Fig. 1: run 1, where the registers sit
Scale bar: 20 um. Other sequential cells in the stronger gray, the rest of the logic in the fainter gray.
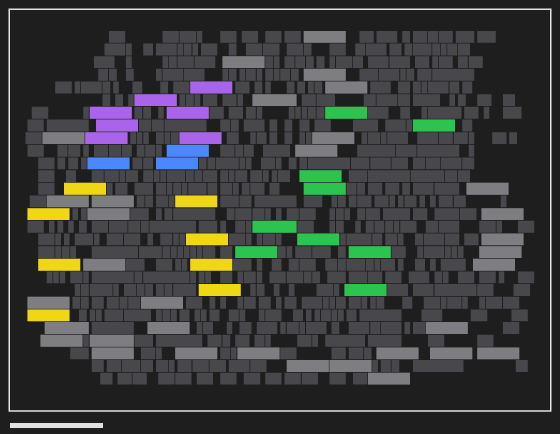
Fig. 2: run 1, wire density map
23 x 17 tiles, from dark blue (low) to red (high), scaled to the fullest tile. Values are wire area over tile area, all layers added.
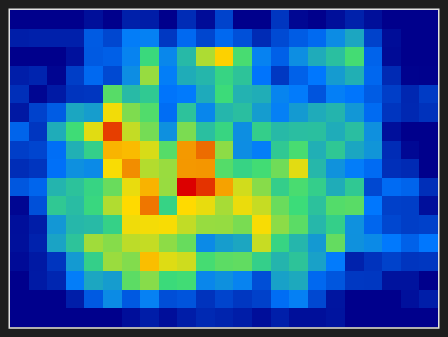
Fig. 3: run 1, clock network drawn from the DEF
Scale bar: 20 um.
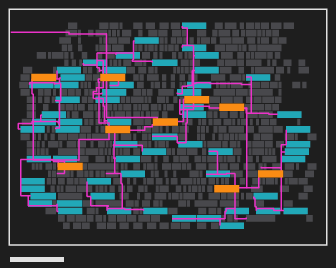
`config.mk`:
```
export PLATFORM = sky130hd
export DESIGN_NAME = row_extent_scanner_flat
export DESIGN_NICKNAME = d
export VERILOG_FILES = /design/src/rtl/row_extent_scanner_pkg.sv /design/src/rtl/row_extent_scanner_if.sv /design/src/rtl/row_extent_scanner_scan_addr_gen.sv /design/src/rtl/row_extent_scanner.sv /design/src/flat_wrapper.sv
export SDC_FILE = /design/constraint.sdc
export NUM_CORES = 1
export LEC_CHECK = 0
export CAP_MARGIN = 20
export CORE_AREA = 3 3 113 83
export DETAILED_ROUTE_END_ITERATION = 8
export DIE_AREA = 0 0 116 86
export GPL_ROUTABILITY_DRIVEN = 0
export GPL_TIMING_DRIVEN = 0
export HOLD_SLACK_MARGIN = 0.08
export PLACE_DENSITY = 0.8
export SLEW_MARGIN = 40
export SYNTH_ARGS = -nofsm -noshare
export SYNTH_HDL_FRONTEND = slang
export SYNTH_SLANG_ARGS = --single-unit
```
`constraint.sdc`:
```
create_clock -name clk -period 3.71 [get_ports clk]
set_input_delay 0.5565 -clock clk [delete_from_list [all_inputs] [get_ports clk]]
set_output_delay 0.5565 -clock clk [all_outputs]
set_load 0.05 [all_outputs]
```
`src/rtl/row_extent_scanner_pkg.sv`:
```
`default_nettype none
// ============================================================================
// Module      : row_extent_scanner_pkg
// Description : Shared types and address helper for the row extent scanner.
// Revision    : 1.0 - initial release
// ============================================================================
package row_extent_scanner_pkg;

    typedef enum logic [2:0] {
        ST_IDLE     = 3'd0,
        ST_R_ISSUE  = 3'd1,
        ST_R_WAIT   = 3'd2,
        ST_L_ISSUE  = 3'd3,
        ST_L_WAIT   = 3'd4,
        ST_NEXT_ROW = 3'd5,
        ST_DONE     = 3'd6
    } state_e;

    typedef enum logic {
        DIR_RIGHT = 1'b0,
        DIR_LEFT  = 1'b1
    } dir_e;

    function automatic logic [31:0] pix_addr(input logic [31:0] y,
                                             input logic [31:0] x,
                                             input logic [31:0] img_w);
        return y * img_w + x;
    endfunction

endpackage
`default_nettype wire

```
`src/rtl/row_extent_scanner_if.sv`:
```
`default_nettype none
// ============================================================================
// Module      : row_extent_scanner_if
// Description : Request/result handshake and pixel read port of the scanner.
// Revision    : 1.0 - initial release
// ============================================================================
interface row_extent_scanner_if #(
    parameter int X_W    = 8,
    parameter int Y_W    = 7,
    parameter int ADDR_W = 15,
    parameter int PIX_W  = 3
);
    logic              start;
    logic [Y_W-1:0]    top;
    logic [Y_W-1:0]    bottom;
    logic [X_W-1:0]    seed_x;
    logic              rd_en;
    logic [ADDR_W-1:0] rd_addr;
    logic [PIX_W-1:0]  rd_data;
    logic              busy;
    logic              done;
    logic              err;
    logic [X_W-1:0]    most_left;
    logic [X_W-1:0]    most_right;

    modport slave (
        input  start, top, bottom, seed_x, rd_data,
        output rd_en, rd_addr, busy, done, err, most_left, most_right
    );

    modport master (
        output start, top, bottom, seed_x, rd_data,
        input  rd_en, rd_addr, busy, done, err, most_left, most_right
    );
endinterface
`default_nettype wire

```
`src/rtl/row_extent_scanner_scan_addr_gen.sv`:
```
`default_nettype none
// ============================================================================
// Module      : scan_addr_gen
// Description : Combinational pixel address y*IMG_W + x, zero-extended operands.
// Revision    : 1.0 - initial release
// ============================================================================
module scan_addr_gen
    import row_extent_scanner_pkg::*;
#(
    parameter int XA_W   = 9,
    parameter int Y_W    = 7,
    parameter int ADDR_W = 15,
    parameter int IMG_W  = 160
)(
    input  wire [Y_W-1:0]     i_y,
    input  wire [XA_W-1:0]    i_x,
    output logic [ADDR_W-1:0] o_addr
);
    assign o_addr = ADDR_W'(pix_addr(32'(i_y), 32'(i_x), 32'(IMG_W)));
endmodule
`default_nettype wire

```
`src/rtl/row_extent_scanner.sv`:
```
`default_nettype none
// ============================================================================
// Module      : row_extent_scanner
// Description : Finds leftmost/rightmost foreground column over rows top..bottom.
// Revision    : 1.0 - initial release
// ============================================================================
module row_extent_scanner
    import row_extent_scanner_pkg::*;
#(
    parameter int X_W       = 8,
    parameter int Y_W       = 7,
    parameter int ADDR_W    = 15,
    parameter int PIX_W     = 3,
    parameter int IMG_W     = 160,
    parameter int IMG_H     = 120,
    parameter int THRESHOLD = 0
)(
    input  wire                  clk,
    input  wire                  resetn,
    row_extent_scanner_if.slave  bus
);
    localparam logic [X_W:0]     c_X_MAX  = (X_W+1)'(IMG_W - 1);
    localparam logic [X_W:0]     c_X_LIM  = (X_W+1)'(IMG_W);
    localparam logic [Y_W:0]     c_Y_LIM  = (Y_W+1)'(IMG_H);
    localparam logic [PIX_W-1:0] c_THRESH = PIX_W'(THRESHOLD);

    state_e            r_state;
    state_e            w_state_nxt;
    logic [Y_W-1:0]    r_y;
    logic [Y_W-1:0]    r_bottom;
    logic [X_W-1:0]    r_seed;
    logic [X_W:0]      r_x_r;
    logic [X_W:0]      r_x_l;
    logic [X_W-1:0]    r_left;
    logic [X_W-1:0]    r_right;
    logic              r_err;

    logic              w_rd_en;
    dir_e              w_dir;
    logic [X_W:0]      w_xr_nxt;
    logic [X_W:0]      w_xl_nxt;
    logic [X_W:0]      w_x;
    logic [ADDR_W-1:0] w_addr;
    logic              w_fg;
    logic              w_full;
    logic              w_req_bad;

    assign w_xr_nxt = r_x_r + 1'b1;
    assign w_xl_nxt = r_x_l - 1'b1;
    assign w_x      = (w_dir == DIR_LEFT) ? w_xl_nxt : w_xr_nxt;
    assign w_fg     = (bus.rd_data > c_THRESH);
    assign w_full   = (r_left == '0) && ({1'b0, r_right} == c_X_MAX);

    assign w_req_bad = (bus.top > bus.bottom)
                    || ({1'b0, bus.bottom} >= c_Y_LIM)
                    || ({1'b0, bus.seed_x} >= c_X_LIM);

    scan_addr_gen #(
        .XA_W   (X_W + 1),
        .Y_W    (Y_W),
        .ADDR_W (ADDR_W),
        .IMG_W  (IMG_W)
    ) u_addr_gen (
        .i_y    (r_y),
        .i_x    (w_x),
        .o_addr (w_addr)
    );

    always_ff @(posedge clk or negedge resetn) begin
        if (!resetn) begin
            r_state <= ST_IDLE;
        end else begin
            r_state <= w_state_nxt;
        end
    end

    // Issue states bail out to DONE as soon as the extents span the whole image.
    always_comb begin
        w_state_nxt = r_state;
        w_rd_en     = 1'b0;
        w_dir       = DIR_RIGHT;
        case (r_state)
            ST_IDLE: begin
                if (bus.start) begin
                    w_state_nxt = w_req_bad ? ST_DONE : ST_R_ISSUE;
                end
            end
            ST_R_ISSUE: begin
                if (w_full) begin
                    w_state_nxt = ST_DONE;
                end else if (r_x_r == c_X_MAX) begin
                    w_state_nxt = ST_L_ISSUE;
                end else begin
                    w_rd_en     = 1'b1;
                    w_state_nxt = ST_R_WAIT;
                end
            end
            ST_R_WAIT: begin
                w_state_nxt = w_fg ? ST_R_ISSUE : ST_L_ISSUE;
            end
            ST_L_ISSUE: begin
                w_dir = DIR_LEFT;
                if (w_full) begin
                    w_state_nxt = ST_DONE;
                end else if (r_x_l == '0) begin
                    w_state_nxt = ST_NEXT_ROW;
                end else begin
                    w_rd_en     = 1'b1;
                    w_state_nxt = ST_L_WAIT;
                end
            end
            ST_L_WAIT: begin
                w_dir       = DIR_LEFT;
                w_state_nxt = w_fg ? ST_L_ISSUE : ST_NEXT_ROW;
            end
            ST_NEXT_ROW: begin
                w_state_nxt = (w_full || (r_y == r_bottom)) ? ST_DONE : ST_R_ISSUE;
            end
            ST_DONE: begin
                w_state_nxt = ST_IDLE;
            end
            default: begin
                w_state_nxt = ST_IDLE;
            end
        endcase
    end

    always_ff @(posedge clk or negedge resetn) begin
        if (!resetn) begin
            r_y      <= '0;
            r_bottom <= '0;
            r_seed   <= '0;
            r_x_r    <= '0;
            r_x_l    <= '0;
            r_left   <= '0;
            r_right  <= '0;
            r_err    <= 1'b0;
        end else begin
            case (r_state)
                ST_IDLE: begin
                    if (bus.start) begin
                        r_y      <= bus.top;
                        r_bottom <= bus.bottom;
                        r_seed   <= bus.seed_x;
                        r_x_r    <= {1'b0, bus.seed_x};
                        r_x_l    <= {1'b0, bus.seed_x};
                        r_left   <= bus.seed_x;
                        r_right  <= bus.seed_x;
                        r_err    <= w_req_bad;
                    end
                end
                ST_R_WAIT: begin
                    if (w_fg) begin
                        r_x_r <= w_xr_nxt;
                        if (w_xr_nxt > {1'b0, r_right}) begin
                            r_right <= w_xr_nxt[X_W-1:0];
                        end
                    end
                end
                ST_L_WAIT: begin
                    if (w_fg) begin
                        r_x_l <= w_xl_nxt;
                        if (w_xl_nxt < {1'b0, r_left}) begin
                            r_left <= w_xl_nxt[X_W-1:0];
                        end
                    end
                end
                ST_NEXT_ROW: begin
                    // Each row restarts from the seed column, which is assumed foreground.
                    if (r_y != r_bottom) begin
                        r_y   <= r_y + 1'b1;
                        r_x_r <= {1'b0, r_seed};
                        r_x_l <= {1'b0, r_seed};
                    end
                end
                default: begin
                end
            endcase
        end
    end

    assign bus.rd_en      = w_rd_en;
    assign bus.rd_addr    = w_rd_en ? w_addr : '0;
    assign bus.busy       = (r_state != ST_IDLE) && (r_state != ST_DONE);
    assign bus.done       = (r_state == ST_DONE);
    assign bus.err        = (r_state == ST_DONE) && r_err;
    assign bus.most_left  = r_left;
    assign bus.most_right = r_right;

endmodule
`default_nettype wire

```
`src/flat_wrapper.sv`:
```
// flat-port wrapper written by rule: the top's interface ports become plain ports
module row_extent_scanner_flat import row_extent_scanner_pkg::*;
#(
    parameter int X_W       = 8,
    parameter int Y_W       = 7,
    parameter int ADDR_W    = 15,
    parameter int PIX_W     = 3,
    parameter int IMG_W     = 160,
    parameter int IMG_H     = 120,
    parameter int THRESHOLD = 0
)
  (clk, resetn, bus_start, bus_top, bus_bottom, bus_seed_x, bus_rd_data, bus_rd_en, bus_rd_addr, bus_busy, bus_done, bus_err, bus_most_left, bus_most_right);
  row_extent_scanner_if #(.X_W(X_W), .Y_W(Y_W), .ADDR_W(ADDR_W), .PIX_W(PIX_W)) bus_i ();
  input  wire clk;
  input  wire resetn;
  input wire logic [$bits(bus_i.start)-1:0] bus_start;
  input wire logic [$bits(bus_i.top)-1:0] bus_top;
  input wire logic [$bits(bus_i.bottom)-1:0] bus_bottom;
  input wire logic [$bits(bus_i.seed_x)-1:0] bus_seed_x;
  input wire logic [$bits(bus_i.rd_data)-1:0] bus_rd_data;
  output wire logic [$bits(bus_i.rd_en)-1:0] bus_rd_en;
  output wire logic [$bits(bus_i.rd_addr)-1:0] bus_rd_addr;
  output wire logic [$bits(bus_i.busy)-1:0] bus_busy;
  output wire logic [$bits(bus_i.done)-1:0] bus_done;
  output wire logic [$bits(bus_i.err)-1:0] bus_err;
  output wire logic [$bits(bus_i.most_left)-1:0] bus_most_left;
  output wire logic [$bits(bus_i.most_right)-1:0] bus_most_right;
  assign bus_i.start = bus_start;
  assign bus_i.top = bus_top;
  assign bus_i.bottom = bus_bottom;
  assign bus_i.seed_x = bus_seed_x;
  assign bus_i.rd_data = bus_rd_data;
  assign bus_rd_en = bus_i.rd_en;
  assign bus_rd_addr = bus_i.rd_addr;
  assign bus_busy = bus_i.busy;
  assign bus_done = bus_i.done;
  assign bus_err = bus_i.err;
  assign bus_most_left = bus_i.most_left;
  assign bus_most_right = bus_i.most_right;
  row_extent_scanner #(.X_W(X_W), .Y_W(Y_W), .ADDR_W(ADDR_W), .PIX_W(PIX_W), .IMG_W(IMG_W), .IMG_H(IMG_H), .THRESHOLD(THRESHOLD)) u_core (.clk(clk), .resetn(resetn), .bus(bus_i));
endmodule
```
==> impl_metrics.csv, run 1 <==
group,metric,value,unit
setup_path,cp_cell_sequence,"nor3_4 > nand3_2 > xnor2_4 > nor2_1 > a21oi_2 > ha_2 > fa_2 > a21o_1 > a21oi_2 > nor2_2 > nor4bb_4 > xnor2_1 > nor2_2 > buf_6",
logic_synthesis,async_flop_share,1.00,
logic_synthesis,syn_inst,548,
cells_and_area,comb_area,3130,um2
placed_design,dp_hpwl,10.4,mm
setup_path,cp.required,3.15,ns
logic_synthesis,edf_count,0,
setup_path,worst-path-buf-inv,1,
sta,max-slew-margin-rel,0.478,
die,row_count,28,
setup_path,r2r-end,"u_core.bus.most_right[7]",
global_route,antenna_found_initial,0,
cts,post_cts_buffers,11,
die,core,8340,um2
setup_path,rr_startpoint,"u_core.r_x_r[1]",
cts,clock-sinks,60,
die,io_pins,63,
cts,cts_buffers,9,
placed_design,numPortBuffers,62,
logic_synthesis,synth-seq-cells,60,
logic_synthesis,top_cell_area_share,0.324,
setup_path,worstSetupPathType,"register to output pin",
setup_path,crit_path_start_kind,"register",
routing,first_iter_violations,607,
die,chip_area,9980,um2
logic_synthesis,yosys_cells,548,
setup_path,cp_top_family,"simple AND/OR/NAND/NOR gates",
run,warnings,29,
logic_synthesis,yosysMostFrequentCell,"nand2_1",
logic_synthesis,yosys-top-cells-count,"66 x nand2_1, 60 x dfrtp_1, 52 x nor2_1",
sta,tightest_slew,0.778,ns
global_route,grt_pass1_wl,22.7,mm
outcome,violations,"negative setup slack",
routing,drc,0,
setup_path,critPathMaxFanout,3,
setup_path,max_stage_delay,0.41,ns
logic_synthesis,syn_avg_cell_area,8.45,um2
sta,finalHoldViolCount,0,
cts,path_clk_slew,0.05,ns
logic_synthesis,fp_nets,617,
placed_design,dp.cells,716,
routing,num_vias,4788,
sta,finalCriticalPeriod,3.72,ns
cts,cts.path.max_buffers,2,
cells_and_area,regArea,1510,um2
outcome,outcome,"finished, violations left",
sta,skew,0.00758,ns
logic_synthesis,synth_cell_types,59,
cts,clock.latency.late_pin,0.34,ns
routing,drt_first_pass_iters,9,
cells_and_area,syn2layout_area_growth,33.1,%
setup_path,critPathCaptureType,"output pin",
routing,wl,15.1,mm
logic_synthesis,flop_cell,"dfrtp_1",
cts,cts_root_buffer,"clkbuf_16",
cells_and_area,instances_no_fill,755,
sta,maxSlewViolCount,0,
logic_synthesis,ys_seq_share,0.324,
sta,fin_crit_sh,1.00,
logic_synthesis,synth_chip_area,4630,um2
cts,h-tree-depth,3,
logic_synthesis,synth_area,4630,um2
global_route,grtUsageTotal,0.295,
sta,worst_slack,-0.00830,ns
logic_synthesis,topCellsByArea,"dfrtp_1 32%, ha_1 11%, nand2_1 5.4%, nor2_1 4.2%, a21oi_1 4.1%",
sta,fmax,269,MHz
cells_and_area,filler_cell_count,606,
logic_synthesis,top_area_cell,"dfrtp_1",
run,cap_violations,0,
sta,setup_viol,1,
routing,routed_via_density,6.34,
cells_and_area,nNetsFinal,714,
cts,cts_resized,76,
global_route,grt_pass1_vias,4406,
global_route,grt.overflow.total,0,
worst_hold_path,min_path_type,"input pin to asynchronous set/reset pin",
cells_and_area,drive_gt1_frac,0.186,
sta,rsz0062_at_grt,"yes",
cts,cts_tree,"yes",
global_route,grt_max_degree,35,
setup_path,rr_worst_depth,13,
setup_path,critPathArrivalTime,3.16,ns
cells_and_area,antenna_cells,0,
cts,postCtsHoldBufs,0,
setup_path,worst_path_max_delay_cell,"dfrtp_1",
setup_path,r2r_setup_slack,0.25,ns
die,die_w,116,um
logic_synthesis,ys_warn_count,0,
routing,wl_per_cell,20.0,um
die,fp.dieH,86,um
die,initCoreUtil,0.555,
routing,drtAntennaViolNets,0,
Notes on Fig. 1 above:
u_core.r_bottom -> purple  # flops 7, where top left
u_core.r_state -> blue  # flops 3
u_core.r_x_r -> green  # flops 9, where middle
u_core.r_seed -> yellow  # flops 8, where left middle
not colored = 33

Notes on Fig. 2 above:
fullest tile = 0.88
densest ninth of the die = middle
tiles over half the peak = 21%

Notes on Fig. 3 above:
clock-net drivers -> orange  # count 9
clock wires -> magenta  # length 882 um
flip-flops -> cyan  # count 60
routed clock nets = 10
flops lie = spread over the die

[run 1: placed cells by master, fill, tap and decap left out, drive strengths merged, types with 3 or more instances in the layout]
cell type       n
nand2          66
dfrtp          60
nor2           54
clkdlybuf4s50  51
inv            44
ha             39
a21oi          39
buf            39
o21ai          31
clkbuf         27
nand3          17
xnor2          16
mux2           15
xor2           14
mux2i          12
a31oi          11
a211oi         11
o22a            8
nor3            8
a21o            7
o22ai           6
or3             6
and2            6
a221o           5
nor2b           5
nand4           4
nor4            4
and3            3
a22oi           3
dlygate4sd2     3
nand2b          3
[run 1: worst max path at each step]
stage | startpoint | to | cells after the start | slack, ns
4_1_cts | u_core.r_state[1] | bus_rd_addr[13] | 15 | -0.10
3_3_place_gp | u_core.r_state[0] | bus_rd_addr[13] | 15 | -0.96
5_1_grt | u_core.r_state[1] | bus_rd_addr[13] | 15 | -0.13
2_1_floorplan | u_core.r_state[0] | bus_rd_addr[13] | 14 | -0.03
3_5_place_dp | u_core.r_state[0] | bus_rd_addr[13] | 15 | -0.97
6_report | u_core.r_x_l[3] | bus_rd_addr[13] | 14 | -0.008
[run 1: sequential cells by signal (all words and copies together), names as in the netlist]
register and cells:
u_core.r_x_r 9, u_core.r_y 7, u_core.bus.most_right 8, u_core.bus.most_left 8, u_core.r_seed 8, u_core.r_err 1
u_core.r_state 3, u_core.r_bottom 7, u_core.r_x_l 9
[run 1: per-layer routing]
layer / up-vias / global-route usage / share of wire
met3: 74 / 0.0874 / 0.11
li1: 2132 / - / -
met5: - / 0 / 0
met4: 0 / 0.0832 / 0.037
met2: 301 / 0.446 / 0.44
met1: 2281 / 0.412 / 0.41
[run 1: logic make-up after synthesis]
group / count (synthesis) / synth area share
xor+xnor: 30 / 0.0568
fa+ha+maj: 41 / 0.114
buf+inv: 68 / 0.0570
simple gates: 188 / 0.196
mux: 27 / 0.0632
compound gates: 134 / 0.189
flops: 60 / 0.324
[run 1: layout make-up]
type | count | area share
Buffer | 21 | 0.0150
Clock buffer | 12 | 0.0416
Clock inverter | 4 | 0.00772
Inverter | 45 | 0.0284
Multi-Input combinational cell | 420 | 0.509
Sequential cell | 60 | 0.245
Tap cell | 105 | 0.0213
Timing Repair Buffer | 88 | 0.133
[run 1: through the flow]
stage / setup slack (ns) / utilization / hold WS, ns / setup TNS (ns) / cell area (um2)
5_1_grt: -0.127 / 0.739 / 0.171 / -0.323 / 6160
3_3_place_gp: -0.961 / 0.647 / 0.471 / -5.90 / 5400
3_5_place_dp: -0.974 / 0.649 / 0.480 / -6.20 / 5410
2_1_floorplan: -0.0270 / - / 0.261 / -0.0270 / 4640
6_report: -0.00830 / 0.739 / 0.148 / -0.00830 / 6160
4_1_cts: -0.101 / 0.713 / 0.155 / -0.101 / 5950
## Run 2: what changed since run 1
--- a/config.mk
+++ b/config.mk
@@ -6,13 +6,14 @@
 export NUM_CORES = 1
 export LEC_CHECK = 0
 export CAP_MARGIN = 20
-export CORE_AREA = 3 3 113 83
+export CORE_AREA = 3 3 109 80
+export CTS_CLUSTER_DIAMETER = 80
 export DETAILED_ROUTE_END_ITERATION = 8
-export DIE_AREA = 0 0 116 86
+export DIE_AREA = 0 0 112 83
 export GPL_ROUTABILITY_DRIVEN = 0
 export GPL_TIMING_DRIVEN = 0
 export HOLD_SLACK_MARGIN = 0.08
-export PLACE_DENSITY = 0.8
+export PLACE_DENSITY = 0.91
 export SLEW_MARGIN = 40
 export SYNTH_ARGS = -nofsm -noshare
 export SYNTH_HDL_FRONTEND = slang
==> constraint.sdc (replaced) <==
create_clock -name clk -period 4.3 [get_ports clk]
set_input_delay 0.645 -clock clk [delete_from_list [all_inputs] [get_ports clk]]
set_output_delay 0.645 -clock clk [all_outputs]
set_load 0.05 [all_outputs]
Fig. 4: run 2, where the registers sit
Scale bar: 20 um. Other sequential cells in the stronger gray, the rest of the logic in the fainter gray.
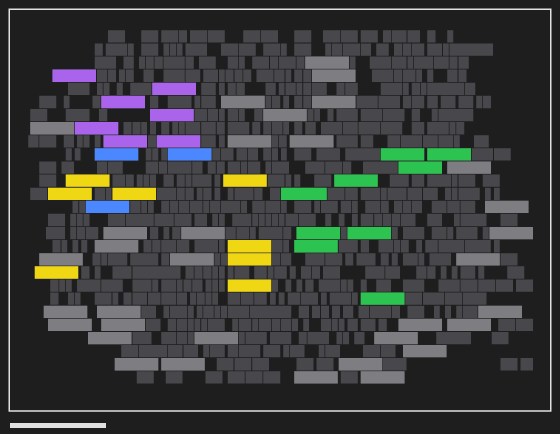
u_core.r_state -> blue  # flops 3
u_core.r_seed -> yellow  # flops 8
u_core.r_bottom -> purple  # flops 7, where top left
u_core.r_x_r -> green  # flops 9
not colored = 33

Fig. 5: run 2, wire density map
22 x 17 tiles, from dark blue (low) to red (high), scaled to the fullest tile. Values are wire area over tile area, all layers added.
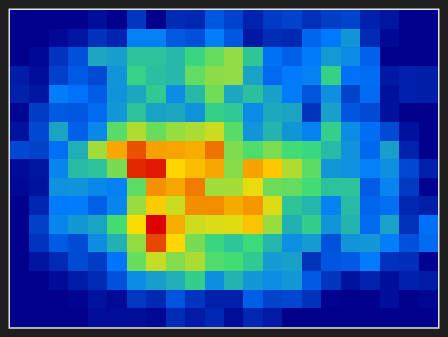
mean over tiles = 0.27
fullest tile = 0.95
nearly empty tiles = 15%
densest ninth of the die = middle
tiles over half the peak = 19%

==> impl_metrics.csv, run 2 <==
group,metric,value,unit
global_route,grt_pass1_vias,4389,
logic_synthesis,yosysMostFrequentCell,"nand2_1",
placed_design,dp_hpwl,10.4,mm
die,fp.dieH,83,um
cts,cts_root_buffer,"clkbuf_8",
logic_synthesis,synth_area,4630,um2
cts,path_clk_slew,0.07,ns
setup_path,critPathCaptureType,"output pin",
run,warnings,27,
sta,fin_crit_sh,0.977,
die,die_w,112,um
sta,maxSlewViolCount,0,
sta,finalHoldViolCount,0,
routing,routed_via_density,6.32,
cts,h-tree-depth,3,
logic_synthesis,synth_cell_types,59,
cts,clock.latency.late_pin,0.36,ns
cts,clock-sinks,60,
sta,skew,0.0139,ns
setup_path,critPathMaxFanout,4,
setup_path,critPathArrivalTime,3.56,ns
sta,max-slew-margin-rel,0.524,
routing,num_vias,4614,
die,initCoreUtil,0.598,
routing,wl_per_cell,19.3,um
logic_synthesis,top_area_cell,"dfrtp_1",
global_route,grt.overflow.total,0,
logic_synthesis,fp_nets,617,
setup_path,rr_worst_depth,12,
setup_path,crit_path_start_kind,"register",
logic_synthesis,yosys_cells,548,
logic_synthesis,async_flop_share,1.00,
cells_and_area,drive_gt1_frac,0.111,
routing,wl,14.1,mm
run,cap_violations,0,
outcome,outcome,"finished clean",
logic_synthesis,topCellsByArea,"dfrtp_1 32%, ha_1 11%, nand2_1 5.4%, nor2_1 4.2%, a21oi_1 4.1%",
cts,cts_tree,"yes",
routing,drc,0,
setup_path,worstSetupPathType,"register to output pin",
logic_synthesis,synth-seq-cells,60,
global_route,grt_pass1_wl,22.4,mm
setup_path,cp.required,3.65,ns
routing,drt_first_pass_iters,6,
logic_synthesis,flop_cell,"dfrtp_1",
placed_design,place_ws,-0.477,ns
cells_and_area,final_core_util,0.736,
die,chip_area,9300,um2
die,core,7740,um2
cells_and_area,design_area,5690,um2
placed_design,dp.cells,712,
cts,postCtsHoldBufs,0,
cells_and_area,nNetsFinal,694,
sta,tightest_slew,0.709,ns
cells_and_area,final_layout_top_logic_cells,"66 x nand2_1, 59 x dfrtp_1, 54 x clkdlybuf4s50_1",
global_route,grt_max_degree,38,
logic_synthesis,synth_chip_area,4630,um2
cells_and_area,reg.largest.list,"u_core.r_x_l x9, u_core.r_x_r x9",
sta,setup_viol,0,
die,row_count,27,
logic_synthesis,edf_count,0,
cts,cts_buffers,9,
logic_synthesis,yosys-top-cells-count,"66 x nand2_1, 60 x dfrtp_1, 52 x nor2_1",
cells_and_area,antenna_cells,0,
routing,first_iter_violations,700,
logic_synthesis,ys_warn_count,0,
logic_synthesis,syn_avg_cell_area,8.45,um2
worst_hold_path,min_path_type,"input pin to asynchronous set/reset pin",
routing,drtAntennaViolNets,0,
placed_design,placed_area,5390,um2
cells_and_area,syn2layout_area_growth,23.0,%
sta,fmax,238,MHz
==> run 2: cell count changes in the layout (fill, tap and decap cells not counted), sizes merged <==
cell | previous run | this run
buf | 39 | 17
bufinv | 1 | 0
clkbuf | 27 | 28
clkdlybuf4s15 | 1 | 0
clkdlybuf4s50 | 51 | 54
clkinv | 2 | 3
dlygate4sd2 | 3 | 1
==> run 2: metrics by stage <==
step / setup TNS, ns / hold WS, ns
after floorplan: 0 / 0.349
after global placement: -1.36 / 0.468
after detailed placement: -2.07 / 0.480
after CTS: -0.148 / 0.188
after global routing: -0.0479 / 0.210
final: 0 / 0.189
==> run 2: kinds of logic (layout without fill, tap and decap cells) <==
kind of cell               Yosys count  after routing  share of synthesized area
AOI/OAI and AO/OA                  134            134                      0.189
xor gates and xnor gates            30             30                     0.0568
adders and majority gates           41             41                      0.114
buffers and inverters               68            149                     0.0570
DFF                                 60             60                      0.324
muxes                               27             27                     0.0632
and+or+nand+nor                    188            188                      0.196
==> run 2: layout make-up <==
| type | count | area (um2) |
|---|---|---|
| sequential | 60 | 1500 |
| clock inverter | 4 | 26.3 |
| clock buffer | 11 | 141 |
| multi-input combinational | 420 | 2980 |
| buffer | 21 | 88.8 |
| inverter | 45 | 173 |
| fill | 530 | 2040 |
| tap | 101 | 126 |
| timing repair buffer | 68 | 656 |
==> run 2: timing repair <==
action,CTS,global route
gates cloned,0,0
setup buffers,0,5
setup endpoints to repair,9,9
gates resized,30,29
pin swaps,0,1
==> run 2: final timing paths <==
kind / startpoint / end / slack (ns)
setup / recovery: u_core.r_x_l[4] / bus_rd_addr[13] / 0.1
hold / removal: resetn / u_core.bus.most_left[1] / 0.19
setup reg to reg: u_core.r_x_r[0] / u_core.bus.most_right[7] / 0.77
hold reg to reg: u_core.r_err / u_core.r_err / 0.51
max in group asynchronous: resetn / u_core.r_x_l[5] / 3.59
min in group clk: u_core.r_err / u_core.r_err / 0.51
==> run 2: per-layer routing <==
metal,track usage,share of wire
met5,0,0
met1,0.399,0.40
met3,0.0925,0.12
met2,0.459,0.43
met4,0.111,0.047
==> run 2: critical path, cell delays in order, from the launching register on <==
cell and delay, ns:
dfrtp_1 0.44, nor3_4 0.29, nand3_2 0.15, or3_1 0.37, xor2_2 0.31, a21oi_1 0.17, ha_1 0.38, a21o_1 0.20
a21oi_2 0.20, nor2_2 0.08, nor4bb_4 0.15, xnor2_1 0.15, nor2_1 0.13, buf_6 0.18
## Run 3: what changed since run 2
--- a/config.mk
+++ b/config.mk
@@ -6,10 +6,10 @@
 export NUM_CORES = 1
 export LEC_CHECK = 0
 export CAP_MARGIN = 20
-export CORE_AREA = 3 3 109 80
+export CORE_AREA = 2 2 108 79
 export CTS_CLUSTER_DIAMETER = 80
 export DETAILED_ROUTE_END_ITERATION = 8
-export DIE_AREA = 0 0 112 83
+export DIE_AREA = 0 0 110 81
 export GPL_ROUTABILITY_DRIVEN = 0
 export GPL_TIMING_DRIVEN = 0
 export HOLD_SLACK_MARGIN = 0.08
Fig. 6: run 3, wire density map
22 x 16 tiles, from dark blue (low) to red (high), scaled to the fullest tile. Values are wire area over tile area, all layers added.
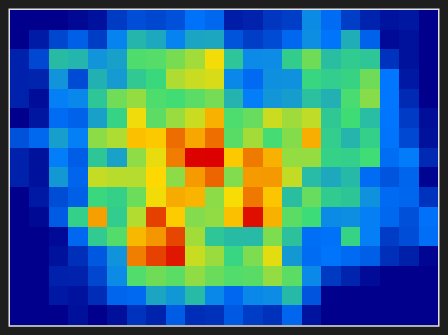
nearly empty tiles = 12%
densest ninth of the die = middle
emptiest ninth of the die = bottom right

Fig. 7: run 3, where the registers sit
Scale bar: 20 um. Other sequential cells in the stronger gray, the rest of the logic in the fainter gray.
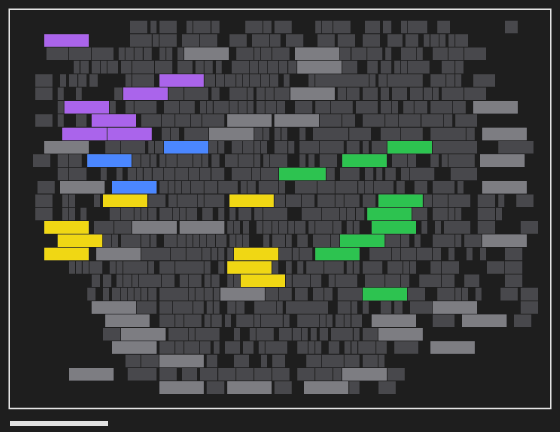
u_core.r_x_r -> green  # flops 9
u_core.r_bottom -> purple  # flops 7, where top left
u_core.r_state -> blue  # flops 3
u_core.r_seed -> yellow  # flops 8

==> impl_metrics.csv, run 3 <==
group,metric,value,unit
cts,clock.latency.late_pin,0.36,ns
die,row_count,28,
run,warnings,27,
die,fp.dieH,81,um
placed_design,dp_hpwl,10.4,mm
sta,maxSlewViolCount,0,
worst_hold_path,min_path_type,"input pin to asynchronous set/reset pin",
logic_synthesis,topCellsByArea,"dfrtp_1 32%, ha_1 11%, nand2_1 5.4%, nor2_1 4.2%, a21oi_1 4.1%",
setup_path,critPathArrivalTime,3.57,ns
routing,routed_via_density,6.33,
logic_synthesis,yosys-top-cells-count,"66 x nand2_1, 60 x dfrtp_1, 52 x nor2_1",
global_route,antenna_found_initial,0,
setup_path,critPathMaxFanout,4,
global_route,grt.overflow.total,0,
sta,fmax,237,MHz
cells_and_area,design_area,5710,um2
sta,rsz0062_at_grt,"yes",
routing,drtAntennaViolNets,0,
cts,path_clk_slew,0.07,ns
cts,postCtsHoldBufs,0,
logic_synthesis,async_flop_share,1.00,
sta,setup_viol,0,
global_route,top_usage_layer,"met2",
global_route,grt_pass1_wl,22.2,mm
setup_path,cp.required,3.65,ns
cells_and_area,syn2layout_area_growth,23.4,%
cts,clock-sinks,60,
logic_synthesis,fp_nets,617,
logic_synthesis,synth-seq-cells,60,
die,die_w,110,um
cells_and_area,nNetsFinal,696,
routing,num_vias,4657,
die,io_pins,63,
cells_and_area,antenna_cells,0,
logic_synthesis,synth_area,4630,um2
logic_synthesis,flop_cell,"dfrtp_1",
global_route,use_met1,0.438,
logic_synthesis,syn_inst,548,
sta,tightest_slew,0.638,ns
run,cap_violations,0,
cts,cts_tree,"yes",
setup_path,crit_path_start_kind,"register",
cts,cts_root_buffer,"clkbuf_8",
die,core,8020,um2
setup_path,worstSetupPathType,"register to output pin",
global_route,grt_pass1_vias,4436,
logic_synthesis,synth_cell_types,59,
routing,first_iter_violations,804,
sta,max-slew-margin-rel,0.571,
global_route,grtUsageTotal,0.333,
logic_synthesis,top_cell_area_share,0.324,
logic_synthesis,yosysMostFrequentCell,"nand2_1",
outcome,outcome,"finished clean",
logic_synthesis,edf_count,0,
sta,finalHoldViolCount,0,
die,initCoreUtil,0.577,
sta,fin_crit_sh,0.980,
logic_synthesis,ys_warn_count,0,
routing,wl,14.3,mm
global_route,grt_max_degree,42,
routing,drc,0,
die,chip_area,8910,um2
setup_path,critPathCaptureType,"output pin",
logic_synthesis,yosys_cells,548,
routing,drt_first_pass_iters,6,
logic_synthesis,syn_avg_cell_area,8.45,um2
cells_and_area,drive_gt1_frac,0.111,
placed_design,placed_area,5400,um2
logic_synthesis,ys_seq_share,0.324,
sta,finalCriticalPeriod,4.21,ns
global_route,use_met3,0.0811,
cts,cts.path.max_buffers,2,
global_route,grtUsageMet2,0.531,
cells_and_area,layout_top_cell,"nand2_1",
routing,wl_per_cell,19.5,um
cells_and_area,reg.largest.list,"u_core.r_x_l x9, u_core.r_x_r x9",
cts,h-tree-depth,3,
sta,skew,0.0132,ns
cells_and_area,final_layout_top_logic_cells,"66 x nand2_1, 59 x dfrtp_1, 54 x clkdlybuf4s50_1",
cts,cts_buffers,9,
logic_synthesis,top_area_cell,"dfrtp_1",
placed_design,numPortBuffers,62,
logic_synthesis,synth_chip_area,4630,um2
==> run 3: cell counts after synthesis <==
No cell type changed its count.
==> run 3: worst paths after layout <==
path / from / endpoint / slack, ns / cells past startpoint
max: u_core.r_x_l[3] / bus_rd_addr[14] / 0.09 / 12
min: resetn / u_core.bus.most_right[7] / 0.16 / 1
max reg2reg: u_core.r_x_r[0] / u_core.bus.most_right[7] / 0.75 / 12
min reg2reg: u_core.r_err / u_core.r_err / 0.49 / 1
max in group asynchronous: resetn / u_core.r_x_l[7] / 3.62 / 2
min in group clk: u_core.r_err / u_core.r_err / 0.49 / 1
==> run 3: cell type report <==
cell class / instances / area [um2]
buffer: 21 / 88.8
clock buffer: 10 / 138
inverter: 45 / 173
multi-input combinational: 420 / 2950
fill: 570 / 2310
timing repair buffer: 70 / 677
clock inverter: 5 / 52.6
tap: 105 / 131
sequential: 60 / 1500
==> run 3: what timing repair did <==
action	CTS	global route
pin swaps	1	2
buffers inserted	1	6
endpoints found under the hold margin	0	0
setup endpoints to repair	9	9
gates resized	34	16
==> run 3: metrics by stage <==
stage	utilization	std cells	TNS [ns]	setup WS, ns	hold WS (ns)
6_report	0.712	736	0	0.0870	0.165
3_3_place_gp	0.671	715	-1.18	-0.345	0.469
4_1_cts	0.700	730	0	0.00746	0.179
5_1_grt	0.712	736	-0.0707	-0.0693	0.190
3_5_place_dp	0.673	716	-1.86	-0.446	0.479
2_1_floorplan	-	548	0	0.257	0.349
==> run 3: cell families after synthesis <==
family | count (synthesis) | synth area share
mux | 27 | 0.0632
xor+xnor | 30 | 0.0568
flops | 60 | 0.324
simple gates | 188 | 0.196
buf+inv | 68 | 0.0570
fa+ha+maj | 41 | 0.114
compound gates | 134 | 0.189
==> run 3: per-layer routing <==
metal / share of wire / wire length, um / vias to the layer above
met3: 0.12 / 1730 / 56
met5: 0 / 0 / -
met2: 0.46 / 6620 / 320
li1: - / - / 2099
met4: 0.031 / 444 / 0
met1: 0.39 / 5540 / 2182
==> run 3: worst max-delay path, stage by stage (launching register included) <==
cell	delay, ns
dfrtp_1	0.45
nor3_4	0.25
nand3_1	0.18
or3_1	0.40
xor2_2	0.30
a21oi_1	0.13
ha_1	0.37
a21o_1	0.19
a21oi_2	0.09
nor4_2	0.22
nand3_1	0.15
a21oi_1	0.20
clkbuf_4	0.27
